### config.mk
export PLATFORM = sky130hd
export DESIGN_NAME = cgra0_input_fetch
export DESIGN_NICKNAME = d
export VERILOG_FILES = /design/src/rtl/cgra0_input_fetch.sv
export SDC_FILE = /design/constraint.sdc
export NUM_CORES = 1
export LEC_CHECK = 0
export ABC_AREA = 1
export CORE_ASPECT_RATIO = 0.75
export CORE_MARGIN = 2
export CORE_UTILIZATION = 43
export CTS_BUF_LIST = sky130_fd_sc_hd__clkbuf_4 sky130_fd_sc_hd__clkbuf_8
export DETAILED_ROUTE_END_ITERATION = 8
export PLACE_DENSITY = 0.6
export SYNTH_ARGS = -nofsm -noshare
export SYNTH_HDL_FRONTEND = slang
export SYNTH_SLANG_ARGS = --single-unit
### constraint.sdc
create_clock -name clk -period 5.45 [get_ports clk]
set_input_delay 1.635 -clock clk [delete_from_list [all_inputs] [get_ports clk]]
set_output_delay 1.635 -clock clk [all_outputs]
set_load 0.02 [all_outputs]
### src/rtl/cgra0_input_fetch.sv
// cgra0_input_fetch
// Per-queue input stream fetcher for one CGRA input lane. When a run starts
// it reads num_data words from memory over a valid/ready read port into a
// small show-ahead FIFO. It reports the status bits that the controller uses
// to build its global enable.
//
// Ports:
//   clk, rst          clock, asynchronous active-low reset
//   start             level fetch enable, held high for the whole run
//   base_addr         first word address (sampled on run start)
//   num_data          words to fetch (sampled on run start)
//   rd_req/rd_addr    read request, held stable until rd_req_ready
//   rd_req_ready      request accepted when rd_req & rd_req_ready
//   rd_data_valid     one in-order response word per high cycle
//   rd_data           response word
//   pop               consume the head word
//   dout              head word (0 while the FIFO is empty)
//   available_read    buffered count > AE_THRESH (registered)
//   available_pop     FIFO full, or every remaining word buffered (registered)
//   read_fifo_done    all words popped; clears when start drops (registered)
//   err               only with CGRA_FETCH_ERR_EN: sticky flag for a pop on
//                     an empty FIFO or a response with no request outstanding
//
// Build option: define CGRA_FETCH_ERR_EN to add the err output.
module cgra0_input_fetch #(
  parameter int DATA_WIDTH = 16,
  parameter int ADDR_WIDTH = 32,
  parameter int LEN_WIDTH  = 32,
  parameter int DEPTH      = 8,
  parameter int AE_THRESH  = 3
) (
  input  logic                  clk,
  input  logic                  rst,
  input  logic                  start,
  input  logic [ADDR_WIDTH-1:0] base_addr,
  input  logic [LEN_WIDTH-1:0]  num_data,
  output logic                  rd_req,
  output logic [ADDR_WIDTH-1:0] rd_addr,
  input  logic                  rd_req_ready,
  input  logic                  rd_data_valid,
  input  logic [DATA_WIDTH-1:0] rd_data,
  input  logic                  pop,
  output logic [DATA_WIDTH-1:0] dout,
  output logic                  available_read,
  output logic                  available_pop,
`ifdef CGRA_FETCH_ERR_EN
  output logic                  err,
`endif
  output logic                  read_fifo_done
);
  localparam int PW = $clog2(DEPTH);
  localparam int CW = PW + 1;

  localparam logic [1:0] S_IDLE  = 2'd0;
  localparam logic [1:0] S_FETCH = 2'd1;
  localparam logic [1:0] S_DRAIN = 2'd2;
  localparam logic [1:0] S_DONE  = 2'd3;

  logic [1:0]                       state_q, state_d;
  logic [LEN_WIDTH-1:0]             num_q, num_d;
  logic [LEN_WIDTH-1:0]             req_cnt_q, req_cnt_d;
  logic [LEN_WIDTH-1:0]             rsp_cnt_q, rsp_cnt_d;
  logic [LEN_WIDTH-1:0]             pop_cnt_q, pop_cnt_d;
  logic [ADDR_WIDTH-1:0]            addr_q, addr_d;
  logic                             rd_req_q, rd_req_d;
  logic [DEPTH-1:0][DATA_WIDTH-1:0] mem_q, mem_d;
  logic [PW-1:0]                    wr_ptr_q, wr_ptr_d;
  logic [PW-1:0]                    rd_ptr_q, rd_ptr_d;
  logic [CW-1:0]                    count_q, count_d;
  logic                             avail_read_q, avail_read_d;
  logic                             avail_pop_q, avail_pop_d;
  logic                             done_q, done_d;

  logic                             accept, outstanding, push, do_pop;
  logic [LEN_WIDTH-1:0]             committed;

  always_comb begin
    accept      = rd_req_q & rd_req_ready;
    outstanding = (req_cnt_q != rsp_cnt_q);
    // Responses are taken only inside a run and only against a request in
    // flight; anything else is a stray word and is dropped.
    push        = rd_data_valid & (state_q != S_IDLE) & outstanding;
    do_pop      = pop & (count_q != '0);

    state_d   = state_q;
    num_d     = num_q;
    req_cnt_d = req_cnt_q + LEN_WIDTH'(accept);
    rsp_cnt_d = rsp_cnt_q + LEN_WIDTH'(push);
    pop_cnt_d = pop_cnt_q + LEN_WIDTH'(do_pop);
    addr_d    = addr_q + ADDR_WIDTH'(accept);
    mem_d     = mem_q;
    if (push) mem_d[wr_ptr_q] = rd_data;
    wr_ptr_d  = wr_ptr_q + PW'(push);
    rd_ptr_d  = rd_ptr_q + PW'(do_pop);
    count_d   = count_q + CW'(push) - CW'(do_pop);

    case (state_q)
      S_IDLE: begin
        if (start) begin
          num_d     = num_data;
          addr_d    = base_addr;
          req_cnt_d = '0;
          rsp_cnt_d = '0;
          pop_cnt_d = '0;
          wr_ptr_d  = '0;
          rd_ptr_d  = '0;
          count_d   = '0;
          state_d   = (num_data == '0) ? S_DONE : S_FETCH;
        end
      end
      S_FETCH: begin
        if (req_cnt_q == num_q) state_d = (pop_cnt_d == num_q) ? S_DONE : S_DRAIN;
      end
      S_DRAIN: begin
        if (pop_cnt_d == num_q) state_d = S_DONE;
      end
      S_DONE: begin
        if (!start) state_d = S_IDLE;
      end
      default: state_d = S_IDLE;
    endcase

    // Words that will be buffered or in flight after this edge. Issuing only
    // while this stays below DEPTH guarantees every response has a slot.
    committed = LEN_WIDTH'(count_d) + (req_cnt_d - rsp_cnt_d);
    rd_req_d  = (rd_req_q & ~rd_req_ready) |
                ((state_q == S_FETCH) & (req_cnt_d < num_q) &
                 (committed < LEN_WIDTH'(DEPTH)));

    avail_read_d = (count_q > CW'(AE_THRESH));
    avail_pop_d  = (count_q == CW'(DEPTH)) |
                   ((state_q != S_IDLE) & (rsp_cnt_q == num_q) & (count_q != '0));
    // Clears on the same edge that DONE returns to IDLE.
    done_d       = (state_q == S_DONE) & start;
  end

  always_ff @(posedge clk or negedge rst) begin
    if (!rst) begin
      state_q      <= S_IDLE;
      num_q        <= '0;
      req_cnt_q    <= '0;
      rsp_cnt_q    <= '0;
      pop_cnt_q    <= '0;
      addr_q       <= '0;
      rd_req_q     <= 1'b0;
      mem_q        <= '0;
      wr_ptr_q     <= '0;
      rd_ptr_q     <= '0;
      count_q      <= '0;
      avail_read_q <= 1'b0;
      avail_pop_q  <= 1'b0;
      done_q       <= 1'b0;
    end else begin
      state_q      <= state_d;
      num_q        <= num_d;
      req_cnt_q    <= req_cnt_d;
      rsp_cnt_q    <= rsp_cnt_d;
      pop_cnt_q    <= pop_cnt_d;
      addr_q       <= addr_d;
      rd_req_q     <= rd_req_d;
      mem_q        <= mem_d;
      wr_ptr_q     <= wr_ptr_d;
      rd_ptr_q     <= rd_ptr_d;
      count_q      <= count_d;
      avail_read_q <= avail_read_d;
      avail_pop_q  <= avail_pop_d;
      done_q       <= done_d;
    end
  end

`ifdef CGRA_FETCH_ERR_EN
  logic err_q, err_d;

  always_comb begin
    err_d = err_q | (pop & (count_q == '0)) | (rd_data_valid & ~outstanding);
  end

  always_ff @(posedge clk or negedge rst) begin
    if (!rst) err_q <= 1'b0;
    else      err_q <= err_d;
  end

  assign err = err_q;
`endif

  assign rd_req         = rd_req_q;
  assign rd_addr        = addr_q;
  assign dout           = (count_q != '0) ? mem_q[rd_ptr_q] : '0;
  assign available_read = avail_read_q;
  assign available_pop  = avail_pop_q;
  assign read_fifo_done = done_q;

endmodule

==> GITHUB_STEP_SUMMARY <==
## Synthesis and layout report

| Metric | Value |
|---|---|
| Vias in the first global route | `19598` |
| 1st-iter DRT viols | `2110` |
| Port Buf Inserts | `137` |
| Final WS setup | `0.1652 ns` |
| Root buffer cell | `clkbuf_8` |
| Hold Crit Class | `flop to flop` |
| Post-Place Cell Area | `24140 µm²` |
| Arrival @ worst endpoint | `5.85 ns` |
| Placed Cells | `3732` |
| Static leakage | `12.59 nW` |
| Core Region | `46030 µm²` |
| Max rail drop VDD | `625.5 µV` |
| Place WS | `-0.9519 ns` |
| Final min period | `5.285 ns` |
| Grt total ovfl | `0` |
| Tcrit/Tclk final | `96.97%` |
| Die H | `191.1 µm` |
| Design area | `26300 µm²` |
| Nets at Floorplan | `2956` |
| FF-to-FF setup slack | `0.26 ns` |
| Largest net degree at the start of global routing | `96` |
| Num CTS Buffers | `55` |
| Fp util | `43.61%` |
| Critical path class | `input port to flop` |
| Yosys warning tally | `0` |
| Final slew viol count | `0` |
| Startpoint Class | `input port` |
| Seq/Total Area, Yosys | `37.90%` |
| Max frequency | `189.2 MHz` |
| Tool Warnings | `30` |
| Final net count | `3379` |
| Clock buffer depth | `3` |
| Pwr Density | `498.1 nW/µm²` |
| CP Max Fanout | `4` |
| FILL cells | `4357` |
| First-pass detailed-route iteration total | `6` |
| Die Area | `48440 µm²` |
| Global-route wire length before repair | `114600 µm` |
| Crit-path max cell delay | `0.57 ns` |
| MaxCap Viol Count | `0` |
| Fin. Hold Viols | `0` |
| Ys cells | `2755` |
| Vias per inst | `5.409` |
| Cell type with the largest total area | `dfrtp_1` |
| # setup viols final | `0` |
| Layout cells sized above 1 | `20.11%` |
| CTS H-tree lvls | `2` |
| Largest type area fraction | `37.90%` |
| Gpl congestion | `0.9838` |
| Detailed Place HPWL | `58210 µm` |
| Critical path's most frequent cell | `nand2_1` |
| Worst slew margin | `39.05%` |
| Clock Sinks | `304` |
| Crit path max-delay cell type | `fa_1` |
| Skew-Pair Late Insertion Delay | `0.68 ns` |
| Flops after synth | `304` |
| Finished Layout Cells | `3847` |
| Yosys stat area | `20070 µm²` |
| Most frequent logic cell in the layout | `nand2_1` |
| TritonCTS clock tree | `built` |
| Crit. End Element | `flop` |
| Critical path data required time | `6.02 ns` |
| ANT cells | `0` |
| Yosys cell types | `58` |
| FP Rows | `68` |
| Synth Instances | `2755` |
| Biggest area cells | `dfrtp_1, nand2_1, o21ai_0` |
| Status | `finished clean` |
| Worst-Margin Slew | `0.9142 ns` |
| Routed Antenna Nets | `0` |
| DRC viols | `0` |
| Syn avg cell area | `7.286 µm²` |
| Clock slew at reported path FFs | `0.06 ns` |
| Mapped Area | `20070 µm²` |
| Width of the chip | `253.5 µm` |
==> layer usage <==
metal	routed length [µm]	up-vias	part of all wire [%]	GRT usage, %
met5	0	-	0	0
met4	1797	0	2.4	8.466
met3	6875	120	9.1	6.427
met2	30470	872	40	42.55
met1	36740	9891	48	48.37
li1	-	9927	-	-
==> registers in the layout, summed over array words and instances, names as in the netlist <==
register / cells
mem_q: 128
num_q: 32
pop_cnt_q: 32
rd_addr: 32
req_cnt_q: 32
rsp_cnt_q: 32
count_q: 4
rd_ptr_q: 3
wr_ptr_q: 3
state_q: 2
available_pop: 1
available_read: 1
rd_req: 1
read_fifo_done: 1
==> layout make-up <==
cell class                 count  area [µm²]  area share, %
multi-input combinational   2045       11700          44.49
sequential                   304        7611          28.94
timing repair buffer         453        3799          14.45
inverter                     319        1202          4.573
clock buffer                  88        1111          4.225
tap                          630       788.3          2.998
clock inverter                 8       86.33         0.3283
==> metrics by stage <==
step                hold WS [ns]   TNS, ns
floorplan                 0.4334         0
global placement          0.4510   -0.9376
detailed placement        0.4661   -0.9519
CTS                       0.4748         0
global route              0.4976  -0.04488
finish                    0.4728         0
==> logic make-up (layout without fill, tap and decap cells) <==
family	Yosys count	in the layout	synth area share, %
buffers and inverters	406	868	7.792
AND-OR/OR-AND	532	532	14.34
adder cells (fa/ha/maj)	115	115	7.318
XOR/XNOR	95	95	4.282
AND/OR/NAND/NOR	1292	1292	27.82
flip-flops	304	304	37.90
multiplexers	11	11	0.5485
==> power breakdown <==
part           internal, mW  switching (mW)
logic                  2.95            4.42
clock network          1.34            1.03
registers              2.78           0.585
==> critical path: cells and delay by family <==
kind	cells	cell delay, ns
AND/OR/NAND/NOR	17	1.65
buffers and inverters	4	0.70
XOR/XNOR	1	0.19
AND-OR/OR-AND	3	0.44
adder cells (fa/ha/maj)	4	1.21
==> Yosys cell counts, drive strengths merged <==
library cell / number
nand2: 659
nor2: 353
o21ai: 322
inv: 317
dfrtp: 304
nand3: 122
a21oi: 116
ha: 111
xnor2: 69
nor3: 58
nand4: 56
clkbuf: 51
buf: 36
o22ai: 25
a31oi: 24
xor2: 24
nor4: 17
mux2i: 11
o21bai: 11
nand3b: 10
o2111ai: 9
or2: 8
o211ai: 5
fa: 4
o21a: 4
a211oi: 3
a21o: 3
a221oi: 3
nor3b: 3
a2111oi: 2
a21boi: 2
and3: 2
clkinv: 2
o221ai: 2
xnor3: 2
and2: 1
and3b: 1
o221a: 1
or3: 1
or4: 1
==> worst paths after layout <==
kind	startpoint	to	cells past startpoint
setup / recovery	pop	rd_req	29
hold / removal	rd_ptr_q[2]	rd_ptr_q[2]	1
setup reg to reg	rsp_cnt_q[0]	rd_req	32
hold reg to reg	rd_ptr_q[2]	rd_ptr_q[2]	1
max in group asynchronous	rst	mem_q[36]	2
min in group asynchronous	rst	rd_addr[3]	1
==> repair_timing <==
item                                    in CTS  in global routing
cloned                                       0                  0
endpoints found under the setup margin       1                  1
gates resized                               27                182
hold buffers                                 0                  0
pin swaps                                    4                 68
buffers inserted                             1                 18
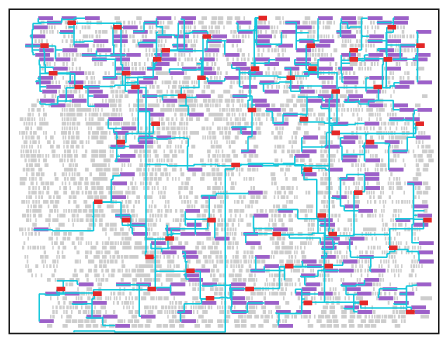
(images/clock_wires.png)
[red] clock-net drivers | count: 55
[cyan] clock wires | length: 4890 µm
[purple] flip-flops | count: 304
routed clock nets: 56
flops lie: all over the die
clock distribution power: 2.37 mW
final clock skew: 0.06828 ns
clock share of power: 18.1%

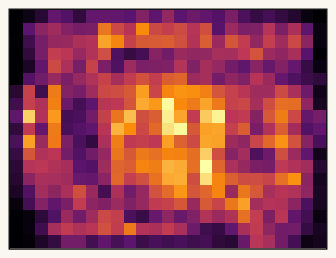
(images/route_heat.png)
The die is cut into 25 by 19 equal tiles; black is low, pale yellow is high, scaled to the fullest tile. Values are wire area over tile area, all layers added.
densest ninth of the die: center
mean over tiles: 0.26
fullest tile: 0.61
nearly empty tiles: 2.5%
tiles over half the peak: 35%
GR Util All Layers: 31.00%
total wire length: 75890 µm
wire length per cell: 19.73 µm
vias: 20810

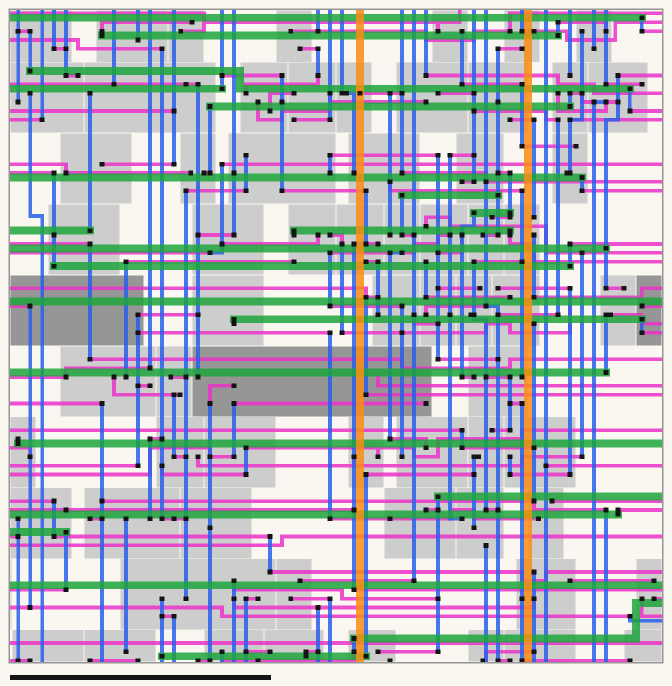
(images/closeup.png)
Bar = 10 µm. Region (114, 45) to (139, 70) µm. Cells in gray, sequential cells in the stronger gray; small squares are vias.
| color | layer |
|---|---|
| orange | M4 |
| green | M3 |
| magenta | M1 |
| blue | M2 |
cells with their middle in the window: 58
sequential cells in the window: 2
most frequent: inv_1 (12), buf_4 (12), nand2_1 (7)
netlist names of flops here include: `req_cnt_q` (2)

No activity file was given, so power comes from the tool's default toggle rates.
